Figure 1. Layout detail (run 1).
Window x 54 to 79, y 54 to 79 um. Cells in grey, sequential cells in the stronger grey; small squares are vias.
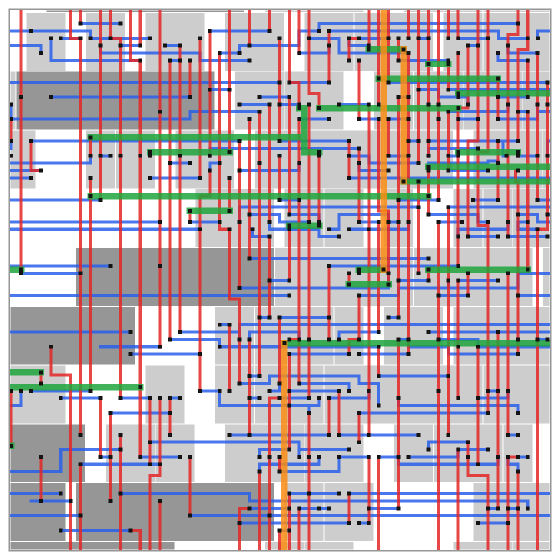
Figure 2. Routing congestion (run 1).
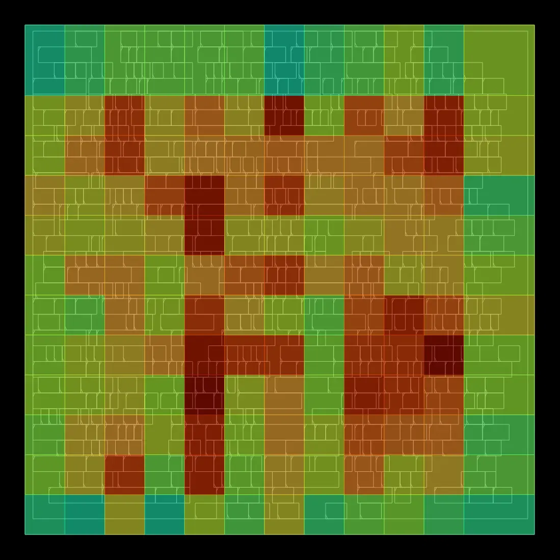
Figure 3. Gate families picked out (run 1).
(3 px per um)
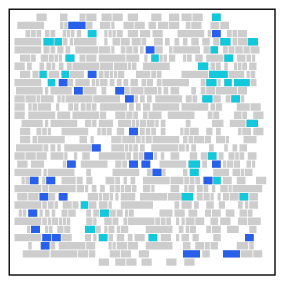
==> config.mk <==
export PLATFORM = sky130hd
export DESIGN_NAME = reaction_controller_flat
export DESIGN_NICKNAME = d
export VERILOG_FILES = /design/src/rtl/reaction_controller_if.sv /design/src/rtl/reaction_controller.sv /design/src/flat_wrapper.sv
export SDC_FILE = /design/constraint.sdc
export NUM_CORES = 1
export LEC_CHECK = 0
export CAP_MARGIN = 20
export CORE_UTILIZATION = 62
export CTS_CLUSTER_DIAMETER = 50
export DETAILED_ROUTE_END_ITERATION = 10
export PLACE_DENSITY_LB_ADDON = 0.3
export SYNTH_ARGS = -nofsm -noshare
export SYNTH_HDL_FRONTEND = slang
export SYNTH_SLANG_ARGS = --single-unit
==> constraint.sdc <==
create_clock -name clk -period 9.3 [get_ports clk]
set_input_delay 2.79 -clock clk [delete_from_list [all_inputs] [get_ports clk]]
set_output_delay 2.79 -clock clk [all_outputs]
set_load 0.02 [all_outputs]
==> results_dict.tcl, run 1 <==
# implementation run metrics
set metrics [dict create \
    via_per_inst 6.613 \
    cpPeakStageDelay_ps 460 \
    ys_types 100 \
    overflow 0 \
    ys_sh_aoi_pct 31.00 \
    drtIter0Drc 299 \
    inverters 33 \
    cp_slowest_cell "clkdlybuf4s50_1" \
    setup_viol_count_final 0 \
    pin_count 55 \
    top_area_share_pct 25.59 \
    skew_ps 4.717 \
    io_buffers 54 \
    max_freq_mhz 167.8 \
    cts_made_buffers 5 \
    cts.clk_slew.worst_paths_ps 80 \
    final_nets 625 \
    holdWs_ps 360.9 \
    largestClassByArea "combinational gates" \
    crit_path_cell_trace "clkdlybuf4s50_1 -> ha_1 -> inv_1 -> fa_1 -> nor2b_1 -> o21ai_0 -> a21oi_1 -> o21ai_0 -> a21oi_1 -> o21ai_0 -> a21oi_1 -> o21ai_0 -> a21oi_1 -> o21ai_0 -> a21oi_1 -> nand3_1 -> xor2_1 -> nor2_1" \
    synthArstFlopShare_pct 100.0 \
    avgSynthCellArea_um2 8.093 \
    largest_register_ff_count 15 \
    yosys_area_mm2 0.004597 \
    cts-hold-fix-buffers 0 \
    seq-cell-share_pct 22.66 \
    synthAdderAreaFrac_pct 4.518 \
    status "finished clean" \
    hold_violations 0 \
    die_h_um 88.11 \
    cts.sinks 47 \
    die_w_um 88.11 \
    seq_cells 47 \
    core_util_floorplan_pct 63.72 \
    r2r_slack_ps 4390 \
    mostFrequentLayoutCells "54 x clkdlybuf4s50_1, 47 x o21ai_0, 47 x dfrtp_1" \
    end_kind "register" \
    rows 31 \
    grt_pass1_vias 4013 \
    antenna_found_initial 0 \
    drv_slew 0 \
    fin_crit_ps 5958 \
    whs_path_depth 0 \
    htree_levels 2 \
    postSynthSeqShare_pct 25.59 \
    postCtsSetupRepairBufs 0 \
    drt_first_pass_iters 5 \
    finish.utilization_pct 71.94 \
    num_tap_cells 99 \
    cts_tree "done" \
    drive_gt1_share_pct 9.781 \
    rr_worst_depth 15 \
    grt_util_all_layers_pct 31.14 \
    worst_setup_path_start_kind "input port" \
    post-route-period-util_pct 64.07 \
    buffers 57 \
    slew_headroom_pct 30.16 \
    fin_setup_tns_ps 0 \
    ys_sh_mux_pct 1.116 \
    holdCritPathClass "reg -> reg" \
    setup_slack_ps 3342 \
    area_delta_synth_final_pct 12.90 \
    buffer_area_share_pct 11.09 \
    fin_area_mm2 0.005190 \
    drt_wl_total_mm 11.97 \
]
Notes on Figure 1 above:
Orange shows M4. Red shows M2. Green shows M3. Blue shows M1.
Sequential cells in the window: 4. Most frequent: nand3_1 (5), dfrtp_1 (4). 55 logic cells have their middle in the window.

Notes on Figure 2 above:
Wirelength per Cell: 17.30 um
met1 Track Usage GR: 41.11%
met3 GRT Util: 4.713%

Notes on Figure 3 above:
Blue shows xor and xnor cells, cells 29, where all over the die. Cyan shows non-inverting ao/oa cells, cells 32, where all over the die.
combinational share of cell area: 59.21%
final non-filler cell total: 692
dominant logic cell type in the layout: clkdlybuf4s50_1

## run 1: critical path: cells and delay by family
kind | cells | cell delay [ps]
AND-OR/OR-AND | 10 | 1740
XOR/XNOR | 1 | 190
adder cells (fa/ha/maj) | 2 | 580
buffers and inverters | 2 | 520
AND/OR/NAND/NOR | 3 | 360
## run 1: layer usage
metal  wire length [um]  track usage, %  share of wire (%)
met1               5053           41.11                 42
met2               5870           51.94                 49
met3                803           4.713                6.7
met4                243           11.44                2.0
met5                  0               0                  0
Figure 4. Register map, names as in the netlist (run 1).
(6 px per um)
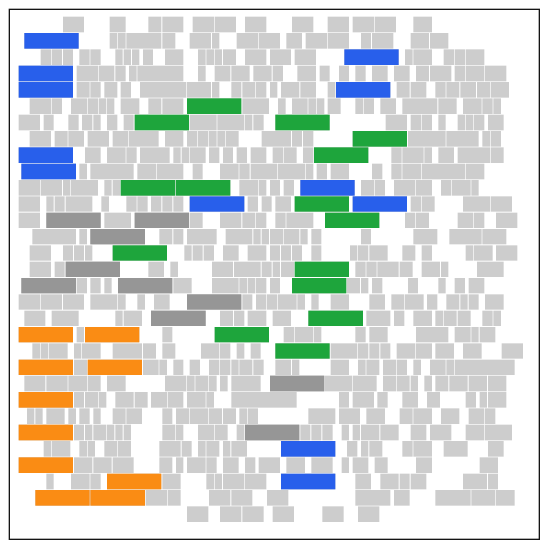

--- run 2 (diff from run 1) ---
--- a/config.mk
+++ b/config.mk
@@ -6,7 +6,7 @@
 export NUM_CORES = 1
 export LEC_CHECK = 0
 export CAP_MARGIN = 20
-export CORE_UTILIZATION = 62
+export CORE_UTILIZATION = 52
 export CTS_CLUSTER_DIAMETER = 50
 export DETAILED_ROUTE_END_ITERATION = 10
 export PLACE_DENSITY_LB_ADDON = 0.3
==> constraint.sdc (replaced) <==
create_clock -name clk -period 5.4 [get_ports clk]
set_input_delay 1.62 -clock clk [delete_from_list [all_inputs] [get_ports clk]]
set_output_delay 1.62 -clock clk [all_outputs]
set_load 0.02 [all_outputs]
Figure 5. Register map, names as in the netlist (run 2).
(4 px per um)
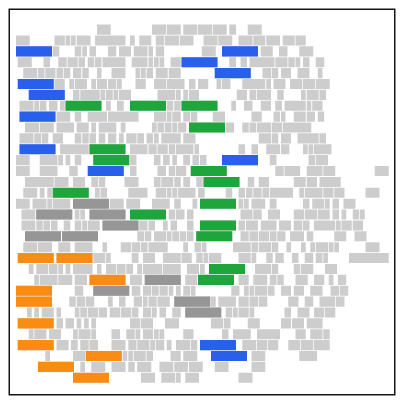
Orange shows u_core.hold_cnt, placed flops 10, where south-west. Green shows u_core.bus.oSum, placed flops 15. Blue shows u_core.bus.oAverage, placed flops 12.
sequential cell area share: 22.57%
FF+latch area: 0.001176 mm^2
Final Util: 62.16%

==> run 2 against run 1 <==
Final cell count rose by 1.4%. Synthesized area unchanged. Global-route usage fell by 3.5 points. Die size rose by 19%. Sequential share of layout area shrank 0.087 points. Critical path depth fell by 3.
==> results_dict.tcl, run 2 <==
# implementation run metrics
set metrics [dict create \
    yosys_area_mm2 0.004597 \
    met3_length_um 790 \
    ys_types 100 \
    status "finished clean" \
    core_util_floorplan_pct 54.84 \
    drv_slew 0 \
    cts_made_buffers 5 \
    cp_num_buf_inv 0 \
    met2_usage_pct 46.16 \
    cts.clk_slew.worst_paths_ps 90 \
    final_nets 629 \
    setup_slack_ps 718.3 \
    dr_wl_met2_mm 6.053 \
    io_buffers 54 \
    final_layout_top_logic_cell "clkdlybuf4s50_1" \
    drtIter0Drc 280 \
    grt_busiest_layer "met2" \
    top_area_share_pct 25.59 \
    rows 33 \
    cp_slowest_cell "dfrtp_1" \
    whs_path_depth 0 \
    fin_setup_tns_ps 0 \
    cpPeakStageDelay_ps 800 \
    via_per_inst 6.496 \
    hold_violations 0 \
    avgSynthCellArea_um2 8.093 \
    largest_register_ff_count 15 \
    crit_path_cell_trace "nand2b_1 -> nor2_1 -> o41ai_4 -> o211ai_2 -> or2_4 -> a41oi_1 -> o21ai_1 -> a32oi_2 -> a211o_4 -> o211ai_1 -> and3_1 -> xnor2_1 -> mux2i_1 -> o21ai_1 -> o31ai_1" \
    r2r_slack_ps 720 \
    cts.sinks 47 \
    mostFrequentLayoutCells "54 x clkdlybuf4s50_1, 47 x o21ai_0, 47 x dfrtp_1" \
    cts-hold-fix-buffers 0 \
    setup_viol_count_final 0 \
    postCtsSetupRepairBufs 0 \
]
Figure 6. Gate families picked out (run 2).
(3 px per um)
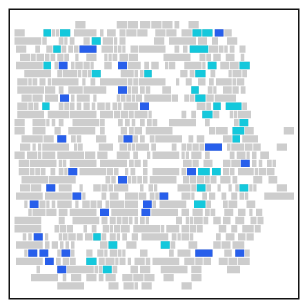
Blue shows xor and xnor cells, cells 29. Cyan shows non-inverting ao/oa cells, cells 32, where all over the die.
combinational share of cell area: 58.98%
final non-filler cell total: 702

## run 2: cell types whose count changed in the layout (fill, tap and decap cells not counted)
cell	previous run	this run
buf_4	2	6
bufinv_16	1	0
clkbuf_1	0	1
clkbuf_8	6	7
clkinv_2	1	0
## run 2: kinds of logic (layout without fill, tap and decap cells)
family                   after synthesis  count (layout)  synth area share, %
AND/OR/NAND/NOR                      202             202                24.20
AND-OR/OR-AND                        196             196                31.00
buffers and inverters                 73             102                7.566
flip-flops                            47              47                25.59
XOR/XNOR                              29              29                6.015
adder cells (fa/ha/maj)               16              16                4.518
multiplexers                           5               5                1.116
## run 2: area by class of cell
class | instances | area, um^2
clock buffer | 8 | 100.1
fill | 732 | 3172
inverter | 33 | 123.9
multi-input combinational | 448 | 3073
sequential | 47 | 1176
tap | 105 | 131.4
timing repair buffer | 61 | 605.6
